run_1/m3.png
(4 px per µm)
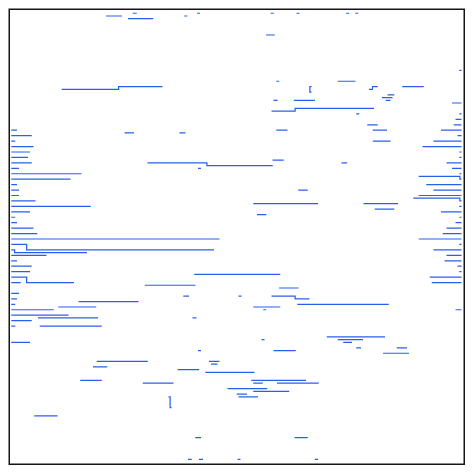
run_1/sizing.png
(3 px per µm)
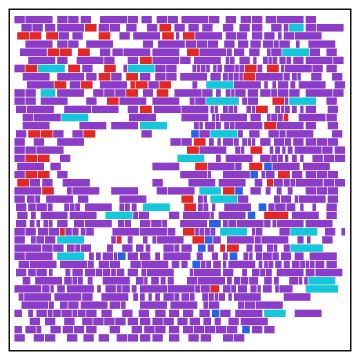
run_1/congestion_map.png
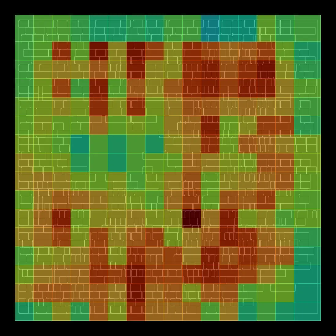
run_1/class_map.png
(3 px per µm) Fill, decap, tap and diode cells in grey.
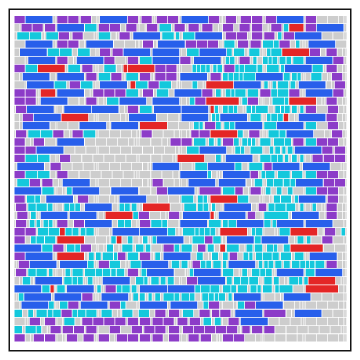
`src/rtl/mem_access_unit.sv`:
```
// Load/store stage: runs one request/acknowledge transaction per op, aligns lanes, extends loads, flags faults.
// Latency: req the cycle after accept; load write-back the cycle after ack. Stalls upstream (oBusy) while not IDLE.
module mem_access_unit #(
    parameter int pXLEN    = 32,
    parameter int pMaxWait = 15
) (
    input  logic               iClk,
    input  logic               iRst,
    input  logic               iMemDv,
    input  logic               iMemRead,
    input  logic               iMemWrite,
    input  logic [pXLEN-1:0]   iMemAddr,
    input  logic [pXLEN-1:0]   iMemData,
    input  logic [2:0]         iMemOpType,
    input  logic [4:0]         iMemRdAddr,
    output logic               oBusy,
    output logic               oDmemReq,
    output logic               oDmemWe,
    output logic [pXLEN-1:0]   oDmemAddr,
    output logic [pXLEN-1:0]   oDmemWData,
    output logic [pXLEN/8-1:0] oDmemBe,
    input  logic               iDmemAck,
    input  logic [pXLEN-1:0]   iDmemRData,
    output logic               oRegDv,
    output logic [4:0]         oRegAddr,
    output logic [pXLEN-1:0]   oRegData,
    output logic               oErr,
    output logic [1:0]         oErrCode
);
    typedef enum logic [1:0] {IDLE, BUSREQ, WB} state_t;

    localparam logic [7:0] MAX_WAIT = 8'(pMaxWait);
    localparam int         BW       = pXLEN / 8;

    state_t             state, state_nxt;
    logic [7:0]         wait_cnt, wait_cnt_nxt;
    logic               op_load, op_load_nxt;
    logic [2:0]         op_f3, op_f3_nxt;
    logic [1:0]         op_off, op_off_nxt;
    logic               req_nxt, we_nxt, regdv_nxt, err_nxt;
    logic [pXLEN-1:0]   addr_nxt, wdata_nxt, regdata_nxt;
    logic [BW-1:0]      be_nxt;
    logic [4:0]         regaddr_nxt;
    logic [1:0]         errcode_nxt;

    logic               accept, width_ok, misal;
    logic [pXLEN-1:0]   st_wdata, ld_shift, ld_data;
    logic [BW-1:0]      st_be;

    assign oBusy  = (state != IDLE);
    assign accept = iMemDv & (iMemRead | iMemWrite);

    // A set read strobe wins, so both strobes high is treated as a load.
    always_comb begin
        if (iMemRead) width_ok = iMemOpType inside {3'b000, 3'b001, 3'b010, 3'b100, 3'b101};
        else          width_ok = iMemOpType inside {3'b000, 3'b001, 3'b010};
        misal = ((iMemOpType[1:0] == 2'b01) && iMemAddr[0]) ||
                ((iMemOpType[1:0] == 2'b10) && (iMemAddr[1:0] != 2'b00));
    end

    always_comb begin
        case (iMemOpType[1:0])
            2'b00: begin
                st_wdata = {BW{iMemData[7:0]}};
                st_be    = BW'(1) << iMemAddr[1:0];
            end
            2'b01: begin
                st_wdata = {(BW/2){iMemData[15:0]}};
                st_be    = BW'(3) << iMemAddr[1:0];
            end
            default: begin
                st_wdata = iMemData;
                st_be    = '1;
            end
        endcase
    end

    assign ld_shift = iDmemRData >> {op_off, 3'b000};

    always_comb begin
        case (op_f3)
            3'b000:  ld_data = {{(pXLEN-8){ld_shift[7]}}, ld_shift[7:0]};
            3'b001:  ld_data = {{(pXLEN-16){ld_shift[15]}}, ld_shift[15:0]};
            3'b100:  ld_data = {{(pXLEN-8){1'b0}}, ld_shift[7:0]};
            3'b101:  ld_data = {{(pXLEN-16){1'b0}}, ld_shift[15:0]};
            default: ld_data = ld_shift;
        endcase
    end

    always_comb begin
        state_nxt    = state;
        wait_cnt_nxt = wait_cnt;
        op_load_nxt  = op_load;
        op_f3_nxt    = op_f3;
        op_off_nxt   = op_off;
        req_nxt      = oDmemReq;
        we_nxt       = oDmemWe;
        addr_nxt     = oDmemAddr;
        wdata_nxt    = oDmemWData;
        be_nxt       = oDmemBe;
        regdv_nxt    = 1'b0;
        regaddr_nxt  = oRegAddr;
        regdata_nxt  = oRegData;
        err_nxt      = 1'b0;
        errcode_nxt  = 2'b00;
        case (state)
            IDLE: begin
                if (accept) begin
                    if (!width_ok) begin
                        err_nxt     = 1'b1;
                        errcode_nxt = 2'b10;
                    end else if (misal) begin
                        err_nxt     = 1'b1;
                        errcode_nxt = 2'b01;
                    end else begin
                        state_nxt    = BUSREQ;
                        wait_cnt_nxt = '0;
                        req_nxt      = 1'b1;
                        we_nxt       = ~iMemRead;
                        addr_nxt     = {iMemAddr[pXLEN-1:2], 2'b00};
                        wdata_nxt    = iMemRead ? '0 : st_wdata;
                        be_nxt       = iMemRead ? '1 : st_be;
                        op_load_nxt  = iMemRead;
                        op_f3_nxt    = iMemOpType;
                        op_off_nxt   = iMemAddr[1:0];
                        regaddr_nxt  = iMemRdAddr;
                    end
                end
            end
            BUSREQ: begin
                // Ack is checked before the limit so a last-cycle ack still completes.
                if (iDmemAck) begin
                    req_nxt = 1'b0;
                    we_nxt  = 1'b0;
                    if (op_load) begin
                        state_nxt   = WB;
                        regdv_nxt   = 1'b1;
                        regdata_nxt = ld_data;
                    end else begin
                        state_nxt = IDLE;
                    end
                end else if (wait_cnt == MAX_WAIT) begin
                    req_nxt     = 1'b0;
                    we_nxt      = 1'b0;
                    err_nxt     = 1'b1;
                    errcode_nxt = 2'b11;
                    state_nxt   = IDLE;
                end else begin
                    wait_cnt_nxt = wait_cnt + 8'd1;
                end
            end
            WB:      state_nxt = IDLE;
            default: state_nxt = IDLE;
        endcase
    end

    always_ff @(posedge iClk or negedge iRst) begin
        if (!iRst) begin
            state      <= IDLE;
            wait_cnt   <= '0;
            op_load    <= 1'b0;
            op_f3      <= '0;
            op_off     <= '0;
            oDmemReq   <= 1'b0;
            oDmemWe    <= 1'b0;
            oDmemAddr  <= '0;
            oDmemWData <= '0;
            oDmemBe    <= '0;
            oRegDv     <= 1'b0;
            oRegAddr   <= '0;
            oRegData   <= '0;
            oErr       <= 1'b0;
            oErrCode   <= '0;
        end else begin
            state      <= state_nxt;
            wait_cnt   <= wait_cnt_nxt;
            op_load    <= op_load_nxt;
            op_f3      <= op_f3_nxt;
            op_off     <= op_off_nxt;
            oDmemReq   <= req_nxt;
            oDmemWe    <= we_nxt;
            oDmemAddr  <= addr_nxt;
            oDmemWData <= wdata_nxt;
            oDmemBe    <= be_nxt;
            oRegDv     <= regdv_nxt;
            oRegAddr   <= regaddr_nxt;
            oRegData   <= regdata_nxt;
            oErr       <= err_nxt;
            oErrCode   <= errcode_nxt;
        end
    end
endmodule

```
`config.mk`:
```
export PLATFORM = sky130hd
export DESIGN_NAME = mem_access_unit
export DESIGN_NICKNAME = d
export VERILOG_FILES = /design/src/rtl/mem_access_unit.sv
export SDC_FILE = /design/constraint.sdc
export NUM_CORES = 1
export LEC_CHECK = 0
export CORE_UTILIZATION = 48
export CTS_CLUSTER_DIAMETER = 120
export DETAILED_ROUTE_END_ITERATION = 8
export HOLD_SLACK_MARGIN = 0.03
export PLACE_DENSITY = 0.86
export SYNTH_ARGS = -nofsm -noshare
export SYNTH_HDL_FRONTEND = slang
export SYNTH_SLANG_ARGS = --single-unit
```
`constraint.sdc`:
```
create_clock -name iClk -period 3.3 [get_ports iClk]
set_input_delay 0.66 -clock iClk [delete_from_list [all_inputs] [get_ports iClk]]
set_output_delay 0.66 -clock iClk [all_outputs]
set_load 0.005 [all_outputs]
```
==> impl_metrics.tcl, run 1 <==
# flow metrics
set metrics [dict create \
    ys.warnings.count 0 \
    postSynthSeqShare 0.5255 \
    grt_max_degree 49 \
    clock_path_buffers 2 \
    ys_cells 549 \
    fin_crit_ns 2.591 \
    cpMaxStageDelayCell "clkdlybuf4s50_1" \
    layout_top_cells "clkdlybuf4s50_1 (218), dfrtp_1 (125), o21ai_0 (68)" \
    logic_area_um2 2611 \
    irDropWorstVdd_v 0.0005004 \
    die_w_um 113.4 \
    grt_antenna_before_repair 0 \
    ctsResizeCount 0 \
    largest_class "registers" \
    critPathCaptureType "flip-flop" \
    status "finished, final reports clean" \
    place_area_um2 8292 \
    final-nonclk-buf-share 0.2614 \
    setup_tns_ns 0 \
    postCtsHoldBufs 0 \
    worstPathRequired_ns 3.61 \
    well_tap_count 168 \
    path_cells "clkdlybuf4s50_1 -> nor4_1 -> a21oi_2 -> or2_1 -> buf_4 -> o31ai_1" \
    grtUsageTotal 0.2796 \
    start_kind "input port" \
    synthAoiAreaFrac 0.1539 \
    maxCapViolCount 0 \
    grt_pass1_wl_um 27880 \
    die-area_um2 12850 \
    setup_viol 0 \
    syn_inst 549 \
    drt-initial-drc-count 321 \
    hold_class "input port to asynchronous set/reset pin" \
    wl_met3_um 899 \
    async_flop_share 1.000 \
    rsz0062_at_grt "false" \
    arrival_ns 2.90 \
    max_stage_delay_ns 0.56 \
    top_area_cell "dfrtp_1" \
    top_logic_kind "multiplexers" \
]
## Picture notes: m3.png
share of all routed wire	5.3%
longest straight run	51.8 µm
wire length on this layer	900 µm
final WL: 17150 µm
vias after detailed routing: 5230
GR Util met3: 0.07070

## Picture notes: sizing.png
colour	size	cells
red	x2	61
cyan	x6 and larger	24
blue	x3 and x4	14
purple	x1 and smaller	671
Buffers excl. clock: 233
Worst Slack Setup Final: 0.7086 ns
final instance area: 8875 µm²
Synth-to-Final Area Change: 49.11%

## Picture notes: congestion_map.png
Final Core Density: 0.7358
Avg WL per Cell: 18.28 µm
gr busiest metal: met2
met1 Use GR: 0.3322
met2 Track Usage GR: 0.4769

## Picture notes: class_map.png
colour	class	cells	share of their area
purple	remaining buffers and delay cells	233	27%
cyan	remaining logic cells	381	30%
blue	registers	125	36%
red	clock drivers and dummy loads	31	6.7%
CORE AREA: 12060 µm²
# rows: 40
Seq/total area: 0.3525

-- run 1: state kept, by name (all words and copies together) (netlist names) --
signal and flops:
oDmemWData 32, oRegData 32, oDmemAddr 30, wait_cnt 8
oRegAddr 5, oDmemBe 4, op_f3 3, oErrCode 2
op_off 2, state 2, oDmemReq 1, oDmemWe 1
oErr 1, oRegDv 1, op_load 1
-- run 1: worst max-delay path, delay by kind of cell --
| family | cells | cell delay, ns |
|---|---|---|
| AOI/OAI and AO/OA | 2 | 0.44 |
| and+or+nand+nor | 2 | 0.91 |
| buffers and inverters | 2 | 0.87 |
-- run 1: Yosys cell counts, drive strengths merged, types with 3 or more instances --
library cell,number
a21oi,27
a221o,8
and2,8
and3,4
buf,21
clkbuf,23
dfrtp,125
inv,6
mux2,52
mux2i,43
nand2,25
nand2b,13
nand3,18
nor2,37
nor2b,5
nor4,5
o21a,3
o21ai,68
o22ai,3
o31ai,25
-- run 1: power breakdown --
part	switching (µW)	internal (µW)
combinational	800	1260
sequential	295	1990
clock	627	1220
total	1720	4470
-- run 1: worst paths after layout --
| path | start | to | slack (ns) | cells after the start |
|---|---|---|---|---|
| max | iMemAddr[0] | oDmemWData[16] | 0.71 | 6 |
| min | iRst | oErrCode[1] | 0.26 | 1 |
| max reg2reg | state[0] | oRegData[26] | 1.05 | 5 |
| min reg2reg | oRegData[0] | oRegData[0] | 0.49 | 2 |
| max in group asynchronous | iRst | oDmemAddr[20] | 2.19 | 2 |
| min in group iClk | oRegData[0] | oRegData[0] | 0.49 | 2 |
-- run 1: cell families after synthesis --
group | count (synthesis)
simple gates | 126
fa+ha+maj | 1
compound gates | 150
mux | 96
other cells | 1
buf+inv | 50
flops | 125
run_1/gates.png
(3 px per µm)
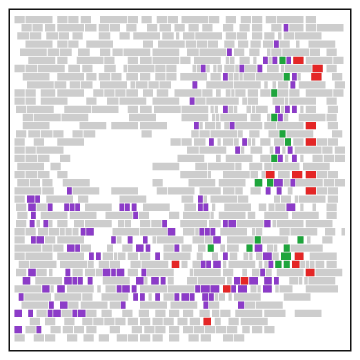

==> run 2: changes to the inputs <==
Settings changed: CORE_UTILIZATION 48 to 45, PLACE_DENSITY 0.86 to 0.81.
Clock period 3.3 ns to 2.51 ns, I/O delays scaled along.
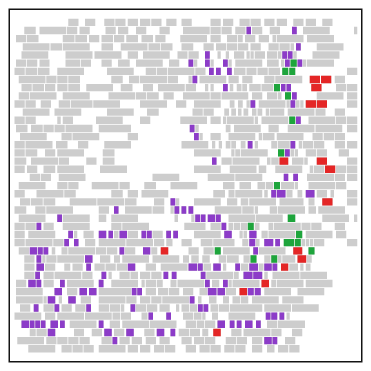
run_2/gates.png
(3 px per µm)
colour	family	cells
green	and/or cells	17
red	non-inverting ao/oa cells	16
purple	aoi and oai cells	134
Top cell excl fill/tap: clkdlybuf4s50_1
non-filler instance count after layout: 956

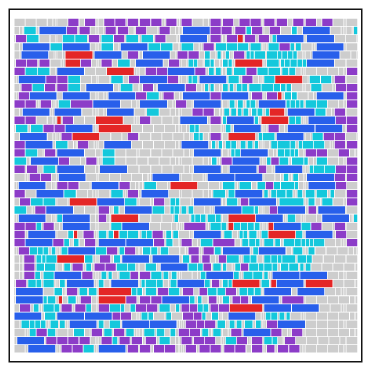
run_2/class_map.png
(3 px per µm) Fill, decap, tap and diode cells in grey.
colour	class	cells	share of their area
red	clock drivers and dummy loads	31	6.6%
cyan	remaining logic cells	381	30%
blue	registers	125	36%
purple	remaining buffers and delay cells	247	28%
CORE AREA: 12770 µm²
Final Core Density: 0.7054
final instance area: 9010 µm²

==> impl_metrics.tcl, run 2 <==
# flow metrics
set metrics [dict create \
    ff2ff_path_depth 4 \
    reg_top3 "oDmemWData: 32 flops, oRegData: 32 flops, oDmemAddr: 30 flops" \
    grt_pass1_wl_um 27610 \
    irDropWorstVdd_v 0.0004998 \
    cpMaxStageDelayCell "clkdlybuf4s50_1" \
    drt-initial-drc-count 377 \
    postSynthSeqShare 0.5255 \
    critPathCaptureType "primary output" \
    ys_cells 549 \
    async_flop_share 1.000 \
    status "finished, final reports clean" \
    die-area_um2 13690 \
    clock_path_buffers 2 \
    fin_crit_sh 0.8774 \
    post-dp-hpwl_um 12730 \
    grt_max_degree 50 \
    crit_start "state[0]" \
    place_area_um2 8427 \
    areaGrowthSynthToFinish_pct 51.38 \
    top_area_cell "dfrtp_1" \
    ys.warnings.count 0 \
    layout_top_cells "clkdlybuf4s50_1 (218), dfrtp_1 (125), o21ai_0 (68)" \
    arrival_ns 1.70 \
    rsz0062_at_grt "false" \
    hold_class "input port to asynchronous set/reset pin" \
    die_w_um 117.0 \
    maxCapViolCount 0 \
    crit_family "buffers and inverters" \
    postCtsHoldBufs 0 \
    synthAoiAreaFrac 0.1539 \
    ctsResizeCount 0 \
    syn_inst 549 \
    start_kind "flip-flop" \
    layout-drive-gt1-share 0.1441 \
    fin_crit_ns 2.202 \
    worstPathRequired_ns 2.01 \
    most_common_cell "dfrtp_1" \
    grt_antenna_before_repair 0 \
    ant_nets 0 \
    vias 5293 \
    wirelength_um 17420 \
    setup_viol 0 \
    num_rows 41 \
    path_cells "nor2_1 -> inv_1 -> clkdlybuf4s50_1" \
    reg2reg_from "state[0]" \
]
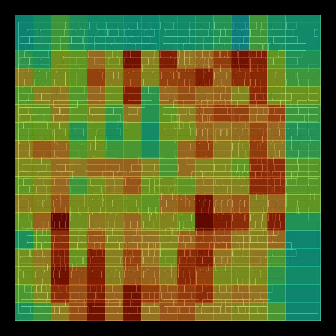
run_2/congestion_map.png
met2 Track Usage GR: 0.4351
GRT Total Usage: 0.2678
GR Util met3: 0.08342

==> run 2: cell count changes in the layout (fill, tap and decap cells not counted), sizes merged <==
cell  previous run  this run
buf             15        29
==> run 2: worst max path at each step <==
stage / to / slack [ns] / cells past startpoint
3_5_place_dp: oRegData[15] / -0.06 / 5
5_1_grt: oRegData[27] / 0.22 / 4
2_1_floorplan: wait_cnt[3] / 0.48 / 7
3_3_place_gp: oRegData[23] / 0.05 / 5
4_1_cts: oBusy / 0.30 / 3
6_report: oBusy / 0.31 / 3
==> run 2: kinds of logic after synthesis <==
family                     count (synthesis)
AOI/OAI and AO/OA                        150
adders and majority gates                  1
buffers and inverters                     50
DFF                                      125
muxes                                     96
other                                      1
and+or+nand+nor                          126
==> run 2: area by class of cell <==
class	instances	area, µm²
clock inverter	8	115.1
multi-input combinational	375	2611
inverter	6	22.52
tap	172	215.2
sequential	125	3128
fill	932	3764
clock buffer	23	467.9
timing repair buffer	247	2450
==> run 2: per-layer routing <==
layer	vias up	track usage	part of all wire
li1	2441	-	-
met1	2595	0.3208	0.41
met2	209	0.4351	0.49
met3	48	0.08342	0.067
met4	0	0.1401	0.039
met5	-	0	0
==> run 2: power breakdown <==
part	switching [µW]	leakage (µW)	total (µW)	internal, µW
combinational	1090	0.00200	2760	1680
sequential	370	0.00157	2990	2620
clock	831	0.000291	2430	1600
==> run 2: through the flow <==
step	setup TNS, ns	util	power, µW	setup slack (ns)	std cells
final	0	0.7054	8184	0.3076	956
after global routing	0	0.7054	8631	0.2172	956
after detailed placement	-0.2596	0.6597	5771	-0.05545	925
after CTS	0	0.7054	8250	0.3028	956
after global placement	0	0.6597	5666	0.04935	925
after floorplan	0	-	4050	0.4834	550
run_2/sizing.png
(3 px per µm)
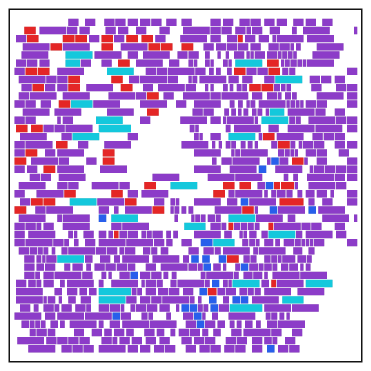

==> run 3: changes to the inputs <==
Settings changed: CORE_ASPECT_RATIO from default to 2.
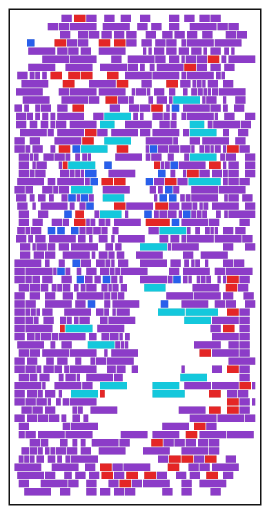
run_3/sizing.png
(3 px per µm)
colour	size	cells
purple	x1 and smaller	668
red	x2	59
cyan	x6 and larger	26
blue	x3 and x4	30
Synth-to-Final Area Change: 51.10%
Buffers excl. clock: 246

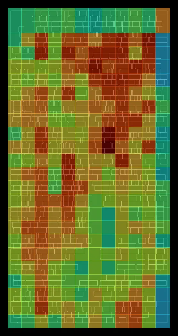
run_3/congestion_map.png
met2 Track Usage GR: 0.4758
GR Util met3: 0.05997
met1 Use GR: 0.2704
Avg WL per Cell: 19.04 µm
Final Core Density: 0.6962

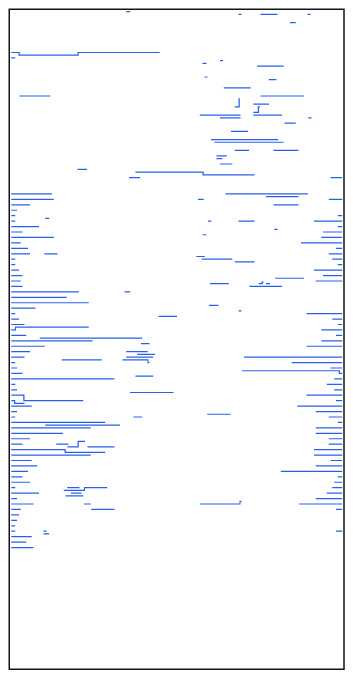
run_3/m3.png
(4 px per µm)
main direction	horizontal
wire length on this layer	1130 µm
vias after detailed routing: 5326
final WL: 17800 µm

==> impl_metrics.tcl, run 3 <==
# flow metrics
set metrics [dict create \
    status "finished, final reports clean" \
    num_rows 59 \
    maxCapViolCount 0 \
    rsz0062_at_grt "false" \
    syn_inst 549 \
    ys.warnings.count 0 \
    top_cells_by_count "dfrtp_1 (125), o21ai_0 (68), mux2_2 (52)" \
    fill_cells 967 \
    power_uw 8237 \
    postCtsHoldBufs 0 \
    clock_path_buffers 2 \
    ys_cells 549 \
    worstPathRequired_ns 2.01 \
    top_area_cell "dfrtp_1" \
    dp_slack_ns -0.06333 \
    rrSetupSlack_ns 0.38 \
    swShare 0.2828 \
    grt_pass1_wl_um 27830 \
    seqPwrFrac 0.364 \
    seq-power_uw 3000 \
    start_kind "flip-flop" \
    fin_crit_sh 0.8752 \
    place_area_um2 8394 \
    drt-initial-drc-count 274 \
    top_power_group "sequential cells" \
    ant_nets 0 \
    coreArea_um2 12920 \
    hold_class "input port to asynchronous set/reset pin" \
    layout-drive-gt1-share 0.1469 \
    layout_top_cells "clkdlybuf4s50_1 (218), dfrtp_1 (125), o21ai_0 (68)" \
    ctsResizeCount 0 \
    irDropWorstVdd_v 0.0006789 \
    grt_antenna_before_repair 0 \
    post-dp-hpwl_um 13050 \
    die_w_um 83.32 \
    clock_power_uw 2480 \
    grtUsageTotal 0.2597 \
    async_flop_share 1.000 \
    setup_tns_ns 0 \
    reg2reg_from "wait_cnt[0]" \
    setup_viol 0 \
    final-seq-area_um2 3128 \
    arrival_ns 1.69 \
    r2r_end "wait_cnt[2]" \
    switchingPower_uw 2329 \
    critPathCaptureType "primary output" \
    finalInstanceArea_um2 8994 \
    ff2ff_path_depth 5 \
    most_common_cell "dfrtp_1" \
]
## run 3: netlist changes by cell type in the layout (fill, tap and decap cells not counted), sizes merged
cell	previous run	this run
clkbuf	23	20
clkinvlp	0	5
clkinv	5	3
buf	29	28
## run 3: critical path, cell delays in order, from the launching register on
cell and delay (ns):
dfrtp_1 0.46, nor2_1 0.25, inv_1 0.10, clkdlybuf4s50_1 0.48
## run 3: final cells by class
class / instances / share of cell area
clock inverter: 11 / 0.01586
clock buffer: 20 / 0.05078
timing repair buffer: 246 / 0.2716
sequential: 125 / 0.3478
tap: 152 / 0.02115
inverter: 6 / 0.002504
multi-input combinational: 375 / 0.2903
## run 3: cells by family (layout without fill, tap and decap cells)
kind of cell	after synthesis	after routing	synth area share
compound gates	150	150	0.1539
simple gates	126	126	0.1055
flops	125	125	0.5255
mux	96	96	0.1745
buf+inv	50	283	0.03784
fa+ha+maj	1	1	0.002102
other cells	1	2	0.0006300
## run 3: per-stage QoR
| step | hold WS, ns | cells |
|---|---|---|
| 2_1_floorplan | 0.2064 | 550 |
| 3_3_place_gp | 0.4624 | 904 |
| 3_5_place_dp | 0.4765 | 904 |
| 4_1_cts | 0.08826 | 935 |
| 5_1_grt | 0.1111 | 935 |
| 6_report | 0.08323 | 935 |
## run 3: worst max path at each step
stage / slack, ns / from / endpoint / depth (start not counted)
after global placement: 0.03 / iMemOpType[0] / wait_cnt[3] / 5
after detailed placement: -0.06 / iMemAddr[0] / wait_cnt[2] / 5
final: 0.31 / state[0] / oBusy / 3
after global routing: 0.20 / state[0] / oBusy / 3
after floorplan: 0.48 / wait_cnt[0] / wait_cnt[3] / 7
after CTS: 0.31 / state[0] / oBusy / 3
## run 3: layer usage
layer	part of all wire	GRT usage
met1	0.34	0.2704
met2	0.55	0.4758
met3	0.063	0.05997
met4	0.040	0.1466
met5	0	0
No activity file was given, so power comes from the tool's default toggle rates.
